$ cat src/rtl/sqrt_square_check_if.sv
// Handshake and result bundle for the sequential squarer.
// The requester drives start/root and observes busy/done and the result fields.
interface sqrt_square_check_if #(
  parameter int WIDTH = 16,
  parameter int FRAC  = 8
);
  logic                     start;
  logic [WIDTH-1:0]         root;
  logic                     busy;
  logic                     done;
  logic [2*WIDTH-1:0]       square;
  logic [WIDTH-FRAC-1:0]    value;
  logic                     ovf;

  modport master (
    output start, root,
    input  busy, done, square, value, ovf
  );

  modport slave (
    input  start, root,
    output busy, done, square, value, ovf
  );
endinterface

$ cat src/rtl/sqrt_square_check.sv
// Sequential radix-2 shift-add squarer: reconstructs the Q(2I).(2F) square of a
// Q(I).F root over WIDTH cycles and recovers the integer operand with saturation.
// Optional build macro SQ_ROUND_EN: round the recovered integer to nearest (ties up)
// instead of truncating; saturation/ovf are then judged on the rounded value.
module sqrt_square_check #(
  parameter int WIDTH = 16,
  parameter int FRAC  = 8
) (
  input logic clk,
  input logic rst,
  sqrt_square_check_if.slave bus
);
  localparam int CW = $clog2(WIDTH);
  localparam int IW = 2*WIDTH - 2*FRAC;   // width of the square's integer part
  localparam int VW = WIDTH - FRAC;       // width of the recovered value
  localparam logic [IW:0] VMAX = {{(IW+1-VW){1'b0}}, {VW{1'b1}}};

  typedef enum logic [1:0] {IDLE, RUN, DONE} state_t;

  state_t               state_reg, state_next;
  logic [WIDTH-1:0]     mcand_reg, mcand_next;
  logic [WIDTH-1:0]     mplier_reg, mplier_next;
  logic [2*WIDTH-1:0]   acc_reg, acc_next;
  logic [CW-1:0]        count_reg, count_next;
  logic [2*WIDTH-1:0]   square_reg, square_next;
  logic [VW-1:0]        value_reg, value_next;
  logic                 ovf_reg, ovf_next;
  logic                 done_reg, done_next;

  logic [IW-1:0]        int_part;
  logic [IW:0]          rounded;
  logic                 ovf_calc;
  logic [VW-1:0]        value_calc;

  // Integer recovery from the finished accumulator, with optional rounding and saturation
  always_comb begin
    int_part = acc_reg[2*WIDTH-1:2*FRAC];
`ifdef SQ_ROUND_EN
    rounded  = {1'b0, int_part} + (IW+1)'(acc_reg[2*FRAC-1]);
`else
    rounded  = {1'b0, int_part};
`endif
    ovf_calc   = (rounded > VMAX);
    value_calc = ovf_calc ? {VW{1'b1}} : rounded[VW-1:0];
  end

  // Next-state and datapath: one partial product per RUN cycle, results latched in DONE
  always_comb begin
    state_next  = state_reg;
    mcand_next  = mcand_reg;
    mplier_next = mplier_reg;
    acc_next    = acc_reg;
    count_next  = count_reg;
    square_next = square_reg;
    value_next  = value_reg;
    ovf_next    = ovf_reg;
    done_next   = 1'b0;
    case (state_reg)
      IDLE: begin
        if (bus.start) begin
          mcand_next  = bus.root;
          mplier_next = bus.root;
          acc_next    = '0;
          count_next  = '0;
          state_next  = RUN;
        end
      end
      RUN: begin
        if (mplier_reg[0])
          acc_next = acc_reg + ({{WIDTH{1'b0}}, mcand_reg} << count_reg);
        mplier_next = mplier_reg >> 1;
        count_next  = count_reg + 1'b1;
        if (count_reg == CW'(WIDTH-1))
          state_next = DONE;
      end
      DONE: begin
        square_next = acc_reg;
        value_next  = value_calc;
        ovf_next    = ovf_calc;
        done_next   = 1'b1;
        state_next  = IDLE;
      end
      default: state_next = IDLE;
    endcase
  end

  // State and datapath registers; reset abandons any operation and clears results
  always_ff @(posedge clk or posedge rst) begin
    if (rst) begin
      state_reg  <= IDLE;
      mcand_reg  <= '0;
      mplier_reg <= '0;
      acc_reg    <= '0;
      count_reg  <= '0;
      square_reg <= '0;
      value_reg  <= '0;
      ovf_reg    <= 1'b0;
      done_reg   <= 1'b0;
    end else begin
      state_reg  <= state_next;
      mcand_reg  <= mcand_next;
      mplier_reg <= mplier_next;
      acc_reg    <= acc_next;
      count_reg  <= count_next;
      square_reg <= square_next;
      value_reg  <= value_next;
      ovf_reg    <= ovf_next;
      done_reg   <= done_next;
    end
  end

  assign bus.busy   = (state_reg == RUN);
  assign bus.done   = done_reg;
  assign bus.square = square_reg;
  assign bus.value  = value_reg;
  assign bus.ovf    = ovf_reg;
endmodule

$ cat src/flat_wrapper.sv
// flat-port wrapper written by rule: the top's interface ports become plain ports
module sqrt_square_check_flat 
#(
  parameter int WIDTH = 16,
  parameter int FRAC  = 8
)
  (clk, rst, bus_start, bus_root, bus_busy, bus_done, bus_square, bus_value, bus_ovf);
  sqrt_square_check_if #(.WIDTH(WIDTH), .FRAC(FRAC)) bus_i ();
  input logic clk;
  input logic rst;
  input wire logic [$bits(bus_i.start)-1:0] bus_start;
  input wire logic [$bits(bus_i.root)-1:0] bus_root;
  output wire logic [$bits(bus_i.busy)-1:0] bus_busy;
  output wire logic [$bits(bus_i.done)-1:0] bus_done;
  output wire logic [$bits(bus_i.square)-1:0] bus_square;
  output wire logic [$bits(bus_i.value)-1:0] bus_value;
  output wire logic [$bits(bus_i.ovf)-1:0] bus_ovf;
  assign bus_i.start = bus_start;
  assign bus_i.root = bus_root;
  assign bus_busy = bus_i.busy;
  assign bus_done = bus_i.done;
  assign bus_square = bus_i.square;
  assign bus_value = bus_i.value;
  assign bus_ovf = bus_i.ovf;
  sqrt_square_check #(.WIDTH(WIDTH), .FRAC(FRAC)) u_core (.clk(clk), .rst(rst), .bus(bus_i));
endmodule
$ cat config.mk
export PLATFORM = sky130hd
export DESIGN_NAME = sqrt_square_check_flat
export DESIGN_NICKNAME = d
export VERILOG_FILES = /design/src/rtl/sqrt_square_check_if.sv /design/src/rtl/sqrt_square_check.sv /design/src/flat_wrapper.sv
export SDC_FILE = /design/constraint.sdc
export NUM_CORES = 1
export LEC_CHECK = 0
export ABC_AREA = 1
export CAP_MARGIN = 20
export CORE_MARGIN = 2
export CORE_UTILIZATION = 49
export CTS_BUF_LIST = sky130_fd_sc_hd__clkbuf_2 sky130_fd_sc_hd__clkbuf_4 sky130_fd_sc_hd__clkbuf_8
export CTS_CLUSTER_DIAMETER = 50
export DETAILED_ROUTE_END_ITERATION = 6
export PLACE_DENSITY_LB_ADDON = 0.15
export SLEW_MARGIN = 10
export SYNTH_ARGS = -nofsm -noshare
export SYNTH_HDL_FRONTEND = slang
export SYNTH_SLANG_ARGS = --single-unit
$ cat constraint.sdc
create_clock -name clk -period 3.4 [get_ports clk]
set_input_delay 0.34 -clock clk [delete_from_list [all_inputs] [get_ports clk]]
set_output_delay 0.34 -clock clk [all_outputs]
set_load 0.01 [all_outputs]
**Routing congestion**

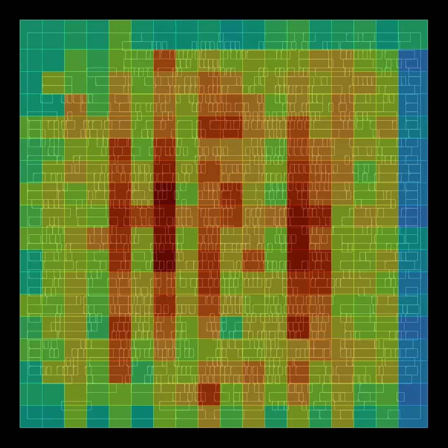
met3 usage in global routing: 2.78%
global-route total usage across every layer: 24.0%
detailed-route wire length per cell: 13.9 µm
most used routing layer: met2

**Placed cells, one color a class**

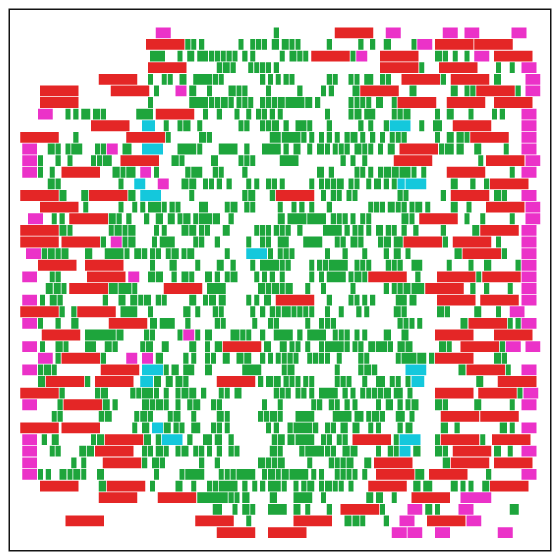
registers: shown in red, cells 112, share of their area 35%. remaining logic cells: shown in green, cells 953, share of their area 54%. clock drivers and dummy loads: shown in cyan, cells 16, share of their area 2.2%. remaining buffers and delay cells: shown in magenta, cells 72, share of their area 8.8%.
Core Box Area: 0.0146 mm²
fraction of area in registers: 33.9%

**Register map, names as in the netlist**

The bar under the picture is 50 µm long. Other sequential cells in the stronger gray, the rest of the logic in the fainter gray.
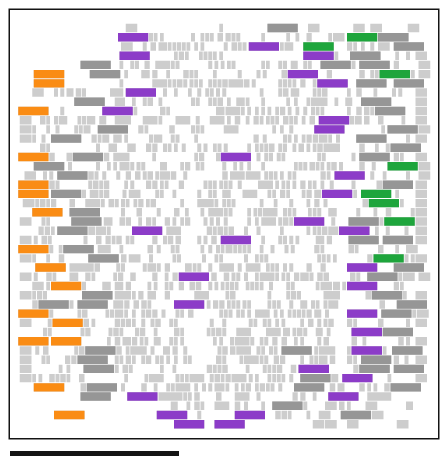
u_core.mplier_reg: shown in orange, flops 16. u_core.acc_reg: shown in purple, flops 32. u_core.bus.value: shown in green, flops 8.
Another 56 sequential cells are not colored.
total area of sequential cells: 0.00280 mm²
core occupancy in the finished layout: 56.6%
P_seq: 2.22 mW

**Wiring heat map**

The bar under the picture is 50 µm long. The die is cut into 25 by 25 equal tiles; dark blue is low, red is high, scaled to the fullest tile. Values are wire area over tile area, all layers added.
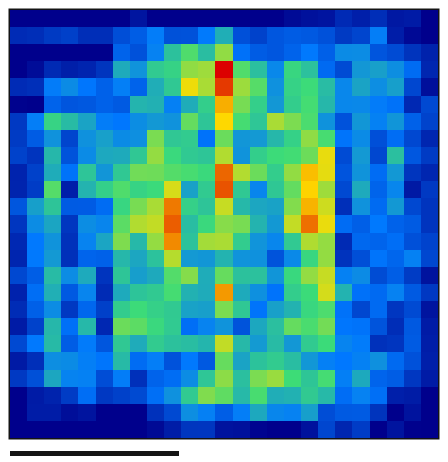
The fullest tile reaches 0.62. The densest ninth of the die: middle. The mean over all tiles is 0.18. 15% of the tiles are over half the peak. 7.8% of the tiles are nearly empty.
vias after detailed routing: 6739
WL final: 18.5 mm

==> README.md <==
| Quantity | This run | Unit |
|---|---|---|
| Result of the run | complete, no violations | - |
| Fraction of synthesis flops using an asynchronous set or reset pin | 100 | % |
| Clock sink total | 112 | - |
| Tmin final | 2.95 | ns |
| Critical path start-end classification | reg2reg | - |
| Critical Path End Type | flip-flop | - |
| Post-Syn Instances | 1098 | - |
| Vias per inst | 5.04 | - |
| Accumulated negative setup slack | 0 | ns |
| Count of cell types in the netlist | 43 | - |
| Portion of total power attributed to the clock network | 8.8 | % |
| Diode insertion count for antenna repair | 0 | - |
| Internal power contribution | 4.13 | mW |
| Initial core utilization | 50.3 | % |
| Die X | 126 | µm |
| Number of buffers added by the clock tree synthesis step | 9 | - |
| Worst min-delay path class | in2async | - |
| Clock Skews | 0.0110 | ns |
| Largest cells by area after synthesis | dfrtp_1 38%, nand2_1 22%, inv_1 8.4%, o21ai_0 6.1%, ha_1 5.5% | - |
| Overall power | 8.60 | mW |
| Proportion of power drawn by flip-flops and latches | 25.8 | % |
| Total die size | 0.0160 | mm² |
| CP arrival | 3.25 | ns |
| CP most frequent cell | nand2_1 | - |
| Clock tree root driver cell | clkbuf_8 | - |
| Number of cells in the yosys synthesis report | 1098 | - |
| Yosys warnings | 0 | - |
| Number of warnings the tools reported | 26 | - |
| Crit-path max FO | 14 | - |
| Clock H-tree levels | 3 | - |
| Data required time of the worst path | 3.69 | ns |
| Post-synthesis sequential area ratio | 38.2 | % |
| Count of nets left with antenna violations after detail routing | 0 | - |
| RSZ-0062 raised after global routing | false | - |
[how the worst max path moves through the flow]
stage                   startpoint                 end  slack [ns]
2_1_floorplan                  rst   u_core.acc_reg[0]        0.10
3_3_place_gp   u_core.count_reg[0]  u_core.acc_reg[14]        0.47
3_5_place_dp   u_core.count_reg[0]  u_core.acc_reg[14]        0.48
4_1_cts        u_core.count_reg[0]  u_core.acc_reg[30]        0.46
5_1_grt        u_core.count_reg[0]  u_core.acc_reg[30]        0.11
6_report       u_core.count_reg[0]  u_core.acc_reg[30]        0.45
[cell families after synthesis]
family                   Yosys count  synth area share [%]
multiplexers                       2                 0.273
adder cells (fa/ha/maj)           33                  5.73
buffers and inverters            204                  11.4
XOR/XNOR                           1                 0.119
AND/OR/NAND/NOR                  574                  31.8
flip-flops                       112                  38.2
AND-OR/OR-AND                    172                  12.4
[synthesized netlist by cell type, types with 7 or more instances]
cell      number
o21ai_0       89
a21oi_1       32
buf_2          9
dfrtp_1      112
ha_1          32
nand2_1      426
nand3_1       58
nor2_1        59
clkbuf_1      11
inv_1        165
nor3_1         7
o21ai_1       30
[per-stage QoR]
step / cells / instance area [µm²] / utilization [%] / hold slack, ns
after floorplan: 1098 / 7340 / - / 0.452
after global placement: 1321 / 8080 / 55.4 / 0.455
after CTS: 1337 / 8260 / 56.6 / 0.395
after detailed placement: 1321 / 8080 / 55.4 / 0.457
final: 1337 / 8260 / 56.6 / 0.373
after global routing: 1337 / 8260 / 56.6 / 0.459
[layer usage]
metal | track usage (%) | share of wire, % | vias up
met4 | 9.50 | 3.0 | 0
li1 | - | - | 3536
met1 | 33.8 | 50 | 3032
met2 | 38.0 | 44 | 142
met5 | 0 | 0 | -
met3 | 2.78 | 3.5 | 29
[placed cells by master (no fill, tap or decap), types with 7 or more instances in the layout]
master           instances
buf_4                   10
clkdlybuf4s50_1         61
nor3_1                   7
dfrtp_1                112
o21ai_1                 30
inv_1                  164
o21ai_0                 89
nand3_1                 58
ha_1                    32
nand2_1                426
a21oi_1                 32
nor2_1                  59
clkbuf_8                 9
[power by group through the flow]
stage / clock network (mW) / logic [mW] / registers (mW)
finish: 0.755 / 5.62 / 2.22
global placement: 0 / 5.51 / 2.23
detailed placement: 0 / 5.57 / 2.24
CTS: 0.774 / 5.58 / 2.22
global route: 0.827 / 6.40 / 2.28
floorplan: 0 / 4.01 / 2.23
[critical path, delay by kind of cell (launching register included)]
kind | cells | cell delay [ns]
DFF | 1 | 0.39
buffers and inverters | 3 | 0.32
adders and majority gates | 1 | 0.33
AOI/OAI and AO/OA | 4 | 0.86
and+or+nand+nor | 8 | 0.94
[final cells by class]
cell class              count  area [µm²]  area share (%)
multi-input cells         782        3700            44.8
flip-flops and latches    112        2800            33.9
repair buffers             72         706            8.54
inverters                 171         647            7.83
well taps                 184         230            2.79
clock buffers              10         131            1.59
clock inverters             6        46.3           0.560
Power figures rest on the tool's default switching activity, not on a simulated workload.
